### Signal wires by layer

Drawn at 4 px/um. Two of the layers only.
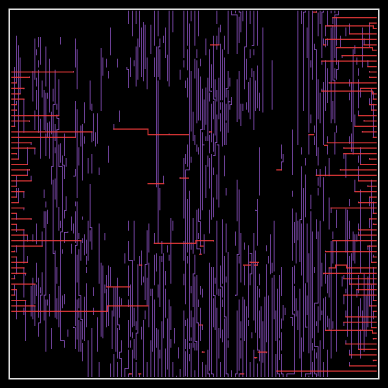
### Wire density map

Drawn at 3 px/um. 18 x 18 tiles, from dark purple (low) to yellow (high), scaled to the fullest tile. Values are wire area over tile area, all layers added.
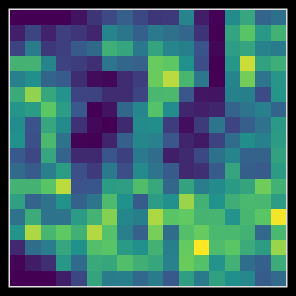
### A small window of the routed layout

Window x 31 to 61, y 31 to 61 um. Cells in gray, sequential cells in the stronger gray; small squares are vias.
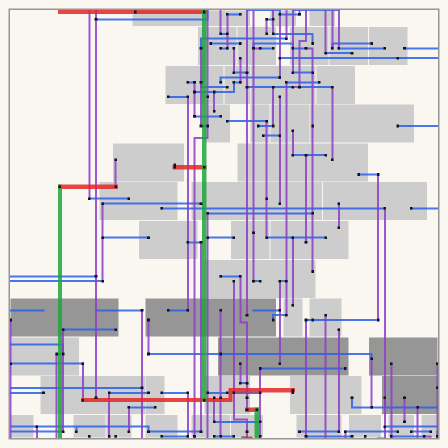
### Selected gate families

Drawn at 4 px/um.
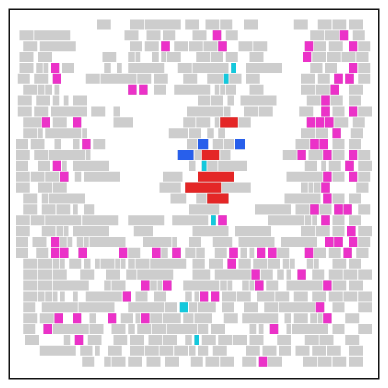
### Cell outlines without signal wires

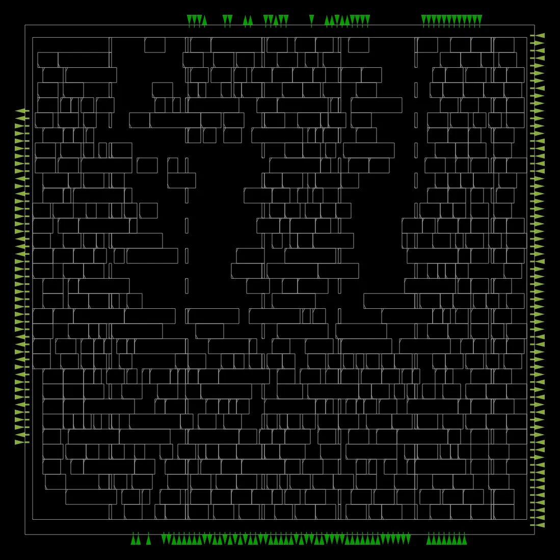
[src/rtl/axi_portal_sched_pkg.sv]
// axi_portal_sched_pkg: shared FSM states, round-robin constants, beat address step and burst descriptor
package axi_portal_sched_pkg;
    typedef enum logic [1:0] {IDLE, RBURST, WBURST, WRESP} state_t;
    localparam logic PRIO_READ = 1'b0;
    localparam logic PRIO_WRITE = 1'b1;
    localparam int DESC_ADDR_W = 32;
    localparam int DESC_DATA_W = 32;
    localparam int DESC_ID_W = 6;
    localparam int DESC_LEN_W = 4;
    localparam int ADDR_STEP = DESC_DATA_W / 8;
    typedef struct packed {
        logic [DESC_ADDR_W-1:0] addr;
        logic [DESC_ID_W-1:0] id;
        logic [DESC_LEN_W-1:0] len;
    } desc_t;
endpackage

[src/rtl/portal_beat_gen.sv]
// portal_beat_gen: descriptor register, beat counter, beat address (+STEP when AXI_PORTAL_SCHED_INCR_EN) and last flag
module portal_beat_gen
    import axi_portal_sched_pkg::*;
#(
    parameter int ADDR_W = 32,
    parameter int ID_W = 6,
    parameter int LEN_W = 4,
    parameter int STEP = ADDR_STEP
) (
    input  logic              CLK,
    input  logic              nRST,
    input  logic              load,
    input  logic              step,
    input  logic [ADDR_W-1:0] ld_addr,
    input  logic [ID_W-1:0]   ld_id,
    input  logic [LEN_W-1:0]  ld_len,
    output logic [ADDR_W-1:0] addr,
    output logic [ID_W-1:0]   id,
    output logic              last
);
`ifdef AXI_PORTAL_SCHED_INCR_EN
    localparam logic INCR = 1'b1;
`else
    localparam logic INCR = 1'b0;
`endif
    localparam logic [ADDR_W-1:0] INC = INCR ? ADDR_W'(STEP) : '0;
    logic [LEN_W-1:0] cnt;
    assign last = cnt == '0;
    always_ff @(posedge CLK or negedge nRST) begin
        if (!nRST) begin
            addr <= '0;
            id <= '0;
            cnt <= '0;
        end else if (load) begin
            addr <= ld_addr;
            id <= ld_id;
            cnt <= ld_len;
        end else if (step) begin
            addr <= addr + INC;
            cnt <= cnt - 1'b1;
        end
    end
endmodule

[src/rtl/axi_portal_sched.sv]
// axi_portal_sched: round-robin AR vs AW/W burst scheduler onto one portal access port with B done tokens; AXI_PORTAL_SCHED_INCR_EN enables incrementing beat addresses
module axi_portal_sched
    import axi_portal_sched_pkg::*;
#(
    parameter int ADDR_W = 32,
    parameter int DATA_W = 32,
    parameter int ID_W = 6,
    parameter int LEN_W = 4
) (
    input  logic              CLK,
    input  logic              nRST,
    input  logic              ar__ENA,
    input  logic [ADDR_W-1:0] ar_addr,
    input  logic [ID_W-1:0]   ar_id,
    input  logic [LEN_W-1:0]  ar_len,
    output logic              ar__RDY,
    input  logic              aw__ENA,
    input  logic [ADDR_W-1:0] aw_addr,
    input  logic [ID_W-1:0]   aw_id,
    input  logic [LEN_W-1:0]  aw_len,
    output logic              aw__RDY,
    input  logic              w__ENA,
    input  logic [DATA_W-1:0] w_data,
    output logic              w__RDY,
    output logic              acc__ENA,
    input  logic              acc__RDY,
    output logic              acc_write,
    output logic [ADDR_W-1:0] acc_addr,
    output logic [DATA_W-1:0] acc_data,
    output logic [ID_W-1:0]   acc_id,
    output logic              acc_last,
    output logic              bdone__ENA,
    output logic [ID_W-1:0]   bdone_id,
    input  logic              bdone__RDY
);
    state_t state;
    logic prio;
    logic [ADDR_W-1:0] cur_addr;
    logic [ID_W-1:0] cur_id;
    logic cur_last;
    logic idle, rb, wb, busy, xfer;
    assign idle = nRST && state == IDLE;
    assign rb = state == RBURST;
    assign wb = state == WBURST;
    assign busy = rb || wb;
    assign ar__RDY = idle && ar__ENA && (!aw__ENA || prio == PRIO_READ);
    assign aw__RDY = idle && aw__ENA && (!ar__ENA || prio == PRIO_WRITE);
    assign w__RDY = wb && acc__RDY;
    assign acc__ENA = rb || (wb && w__ENA);
    assign acc_write = wb;
    assign acc_addr = busy ? cur_addr : '0;
    assign acc_data = wb ? w_data : '0;
    assign acc_id = busy ? cur_id : '0;
    assign acc_last = busy && cur_last;
    assign bdone__ENA = state == WRESP;
    assign bdone_id = bdone__ENA ? cur_id : '0;
    assign xfer = acc__ENA && acc__RDY;
    portal_beat_gen #(.ADDR_W(ADDR_W), .ID_W(ID_W), .LEN_W(LEN_W), .STEP(DATA_W / 8)) u_beat (
        .CLK(CLK),
        .nRST(nRST),
        .load(ar__RDY || aw__RDY),
        .step(xfer),
        .ld_addr(ar__RDY ? ar_addr : aw_addr),
        .ld_id(ar__RDY ? ar_id : aw_id),
        .ld_len(ar__RDY ? ar_len : aw_len),
        .addr(cur_addr),
        .id(cur_id),
        .last(cur_last)
    );
    always_ff @(posedge CLK or negedge nRST) begin
        if (!nRST) begin
            state <= IDLE;
            prio <= PRIO_READ;
        end else begin
            case (state)
                IDLE: begin
                    if (ar__RDY) begin
                        state <= RBURST;
                        prio <= PRIO_WRITE;
                    end else if (aw__RDY) begin
                        state <= WBURST;
                        prio <= PRIO_READ;
                    end
                end
                RBURST: if (xfer && cur_last) state <= IDLE;
                WBURST: if (xfer && cur_last) state <= WRESP;
                default: if (bdone__RDY) state <= IDLE;
            endcase
        end
    end
endmodule
[config.mk]
export PLATFORM = sky130hd
export DESIGN_NAME = axi_portal_sched
export DESIGN_NICKNAME = d
export VERILOG_FILES = /design/src/rtl/axi_portal_sched_pkg.sv /design/src/rtl/portal_beat_gen.sv /design/src/rtl/axi_portal_sched.sv
export SDC_FILE = /design/constraint.sdc
export NUM_CORES = 1
export LEC_CHECK = 0
export CORE_UTILIZATION = 35
export DETAILED_ROUTE_END_ITERATION = 10
export PLACE_DENSITY = 0.93
export SYNTH_ARGS = -nofsm -noshare
export SYNTH_HDL_FRONTEND = slang
export SYNTH_SLANG_ARGS = --single-unit
export TNS_END_PERCENT = 30
[constraint.sdc]
create_clock -name CLK -period 2.4 [get_ports CLK]
set_clock_uncertainty 0.2 [all_clocks]
set_input_delay 0.48 -clock CLK [delete_from_list [all_inputs] [get_ports CLK]]
set_output_delay 0.48 -clock CLK [all_outputs]
set_load 0.01 [all_outputs]
==> commit_impl_results.txt <==
Store results of the implementation flow

- Yosys stat area: 2840 sq um
* Setup repair after global routing missed its margin: true
- OpenSTA lists the critical path startpoint as state[1].
- Per the post-route antenna check, the number of violating nets is 0.
- The first global-routing pass estimated 14.4 mm of wire.
* Number of clock buffer instances in the layout: 5
- The slew check shows that the tightest pin keeps a relative margin of 67.6%.
- Critical path endpoint category: output pin
* Clock tree root driver cell: clkbuf_8
- The most common logic cell in the final layout is clkdlybuf4s50_1.
- # nets final: 640
* Routed length on met2: 5.12 mm
- Tally of yosys warning messages: 0
- Dpl cells: 603
- CTS saw 45 sinks.
- Max cap viols: 0
* Total die size: 8460 sq um
- Across the whole layout, multi-input logic makes up 30.9% of the cell area.
* WP data required: 1.72 ns
- The timing report gives the worst reg2reg path a setup slack of 0.27 ns.
- The OpenROAD report gives the critical path a data arrival time of 1.72 ns.
- The routed wirelength on the met1 layer is recorded as 3.08 mm.
* Pre-placement core utilization: 36.5%
- For this run, the register share of the synthesized area comes to 39.7%.
- Placed wire-length estimate after detailed placement: 7.44 mm
* Dominant register cell in the synthesized netlist: dfrtp_1
- The final design was reported to hold multi-input combinational gates totalling 231.
- Post-synthesis area per instance: 9.33 sq um
* Aggregate negative setup slack: 0 ns
* Dominant kind of cell by area: non-clock buffers
- Number of endpoints with negative hold slack in the final report: 0
- The region available for standard cell placement spans 7770 sq um.
* Clock buffer count from CTS: 5
- The post-route netlist has 6.84% of its cells at a drive strength greater than 1.
- Number of cells in the finished layout apart from fillers: 615
- Count of tool warnings: 31
- Slew @ Worst Pin: 0.486 ns
* Floorplan die height: 92.0 um
* Static power due to leakage: 2.81 nW
- Registers take 1130 sq um.
- When the netlist entered floorplanning its net count stood at 432.
- Hold slack final: 0.126 ns
- The worst setup path is launched from a flop.
- Count of inverters not on the clock network in the layout: 6
- Wire per inst: 15.0 um
* Overall track demand over capacity in global routing: 22.0%
* Area added between synthesis and finish: 79.6%
* Outcome: completed
* Clock network contribution to total cell area: 1.62%
* Met3 capacity usage during global routing: 5.56%
- After synthesis, the design contains 304 cells according to Yosys.
* Total Routed Length: 9.25 mm
- Post-route worst setup slack: 0.00123 ns
* Flops after synth: 45
- Per the synthesis report, the number of distinct cell types is 31.
- Dividing the final minimum period by the clock period gives 99.9%.
- Count of final max-slew check failures: 0
- Largest buffer count on any clock path: 2
- Fraction of registers with async set or reset after synthesis: 100%
- Data-path buffer share of cell area in the final layout: 42.3%
- Worst min path class: input port to async pin
- For the worst reg-to-reg path, the endpoint reported by OpenROAD is state[0].
- Cell area after technology mapping: 2840 sq um
* Number of levels the H-tree was split into: 2
- The cell count after synthesis came out at 304.
* Number of top-level pins: 206
* Number of antenna violations at the first check in global routing: 1
- TritonCTS built the clock tree.
- Before CTS, the worst setup slack after placement is -0.127 ns.
- Counting the fill cells in the layout gives 662.
- Leaving out fill and tap cells, the most frequent cells in the layout are clkdlybuf4s50_1, and2_1, dlygate4sd2_1.
* Depth of the worst register-to-register path: 8
- The placed instances occupy a cell area of 5010 sq um.
- Number of DRC markers after the initial detailed-route iteration: 80
* Met1 track demand over resource in global routing: 20.5%
- Diode count: 1
- Per the detail_route report, DRC violations left total 0.
- Power density over the cells: 935 nW/um^2
- Global routing put the most usage on met2.
- Number of buffer cells added on primary ports: 205
- Entering global routing, the biggest net connects 63 pins.
- Core Rows: 32
* Skew-Pair Late Insertion Delay: 0.30 ns
* Logic area: 1580 sq um
- Routability-driven placement finished with a final weighted congestion of 0.801.
- Chip width: 92.0 um
* Vias per inst: 4.73
- Max Freq: 417 MHz
* Vias in the first global route: 3035
- Largest voltage drop on the vdd net: 0.000488 V
- Clk slew on worst S/H paths: 0.09 ns
Notes on 'Signal wires by layer' above:
Key: M3 = red [wire length 692 um]; M2 = purple [wire length 5120 um]

Notes on 'Wire density map' above:
38% of the tiles are over half the peak. 5.6% of the tiles are nearly empty. The fullest tile reaches 0.44. The mean over all tiles is 0.18.

Notes on 'A small window of the routed layout' above:
Key: M1 = blue; M3 = red; M2 = purple; M4 = green
Most frequent: buf_4 (6), and2_1 (4), dfrtp_1 (4). Sequential cells in the window: 4. 43 logic cells have their middle in the window.

Notes on 'Selected gate families' above:
Key: fa/ha/maj cells = red [cells 5, where center]; and/or cells = magenta [cells 78, most used and2_1, where all over the die]; non-inverting ao/oa cells = blue [cells 3]; inv cells = cyan [cells 6, most used inv_1]

Notes on 'Cell outlines without signal wires' above:
total number of tap cells: 102
Layout Utilization: 65.6%
Seq area share: 22.1%

[sequential cells by signal, indices dropped and copies added, names as in the netlist]
name and flops:
u_beat.cnt 4, u_beat.addr 32, u_beat.id 6, state 2
prio 1
[cell usage after synthesis (2+ instances only)]
cell | instances | share of area [%]
o21ai_1 | 39 | 6.9
a41oi_1 | 2 | 0.62
dfrtp_1 | 45 | 40
nor3_1 | 2 | 0.35
ha_1 | 5 | 2.2
buf_2 | 3 | 0.53
nand2_1 | 40 | 5.3
buf_12 | 2 | 1.4
xor2_1 | 2 | 0.62
buf_8 | 3 | 1.6
nand3_1 | 3 | 0.53
clkbuf_1 | 13 | 1.7
nor2_1 | 2 | 0.26
mux2i_1 | 46 | 16
and2_1 | 77 | 17
inv_1 | 5 | 0.66
[repair_timing]
action                     in CTS  in global routing
hold buffers                    1                  0
setup endpoints to repair      79                  6
gates cloned                    1                  0
gates resized                  86                  8
hold endpoints to repair        2                  0
setup buffers                   2                  0
[worst max-delay path, stage by stage, from the launching register on]
cell	delay (ns)
dfrtp_1	0.40
inv_1	0.11
ha_4	0.18
nand4_4	0.11
inv_4	0.09
clkdlybuf4s50_1	0.53
[logic make-up after synthesis]
logic type | Yosys count | synth area share [%]
AND/OR/NAND/NOR | 126 | 24.1
multiplexers | 47 | 16.6
XOR/XNOR | 3 | 0.927
flip-flops | 45 | 39.7
buffers and inverters | 28 | 6.40
AND-OR/OR-AND | 50 | 10.0
adder cells (fa/ha/maj) | 5 | 2.21
[per-stage QoR]
step                utilization, %  total power, mW
finish                        65.6             4.76
global route                  65.6             5.10
CTS                           65.3             4.81
detailed placement            64.5             4.53
global placement              64.5             4.43
floorplan                        -             2.87
[power breakdown]
part,switching [mW],internal (mW)
sequential,0.206,1.12
combinational,1.44,1.53
clock,0.265,0.202
total,1.91,2.85
Power and IR drop assume default switching activity.
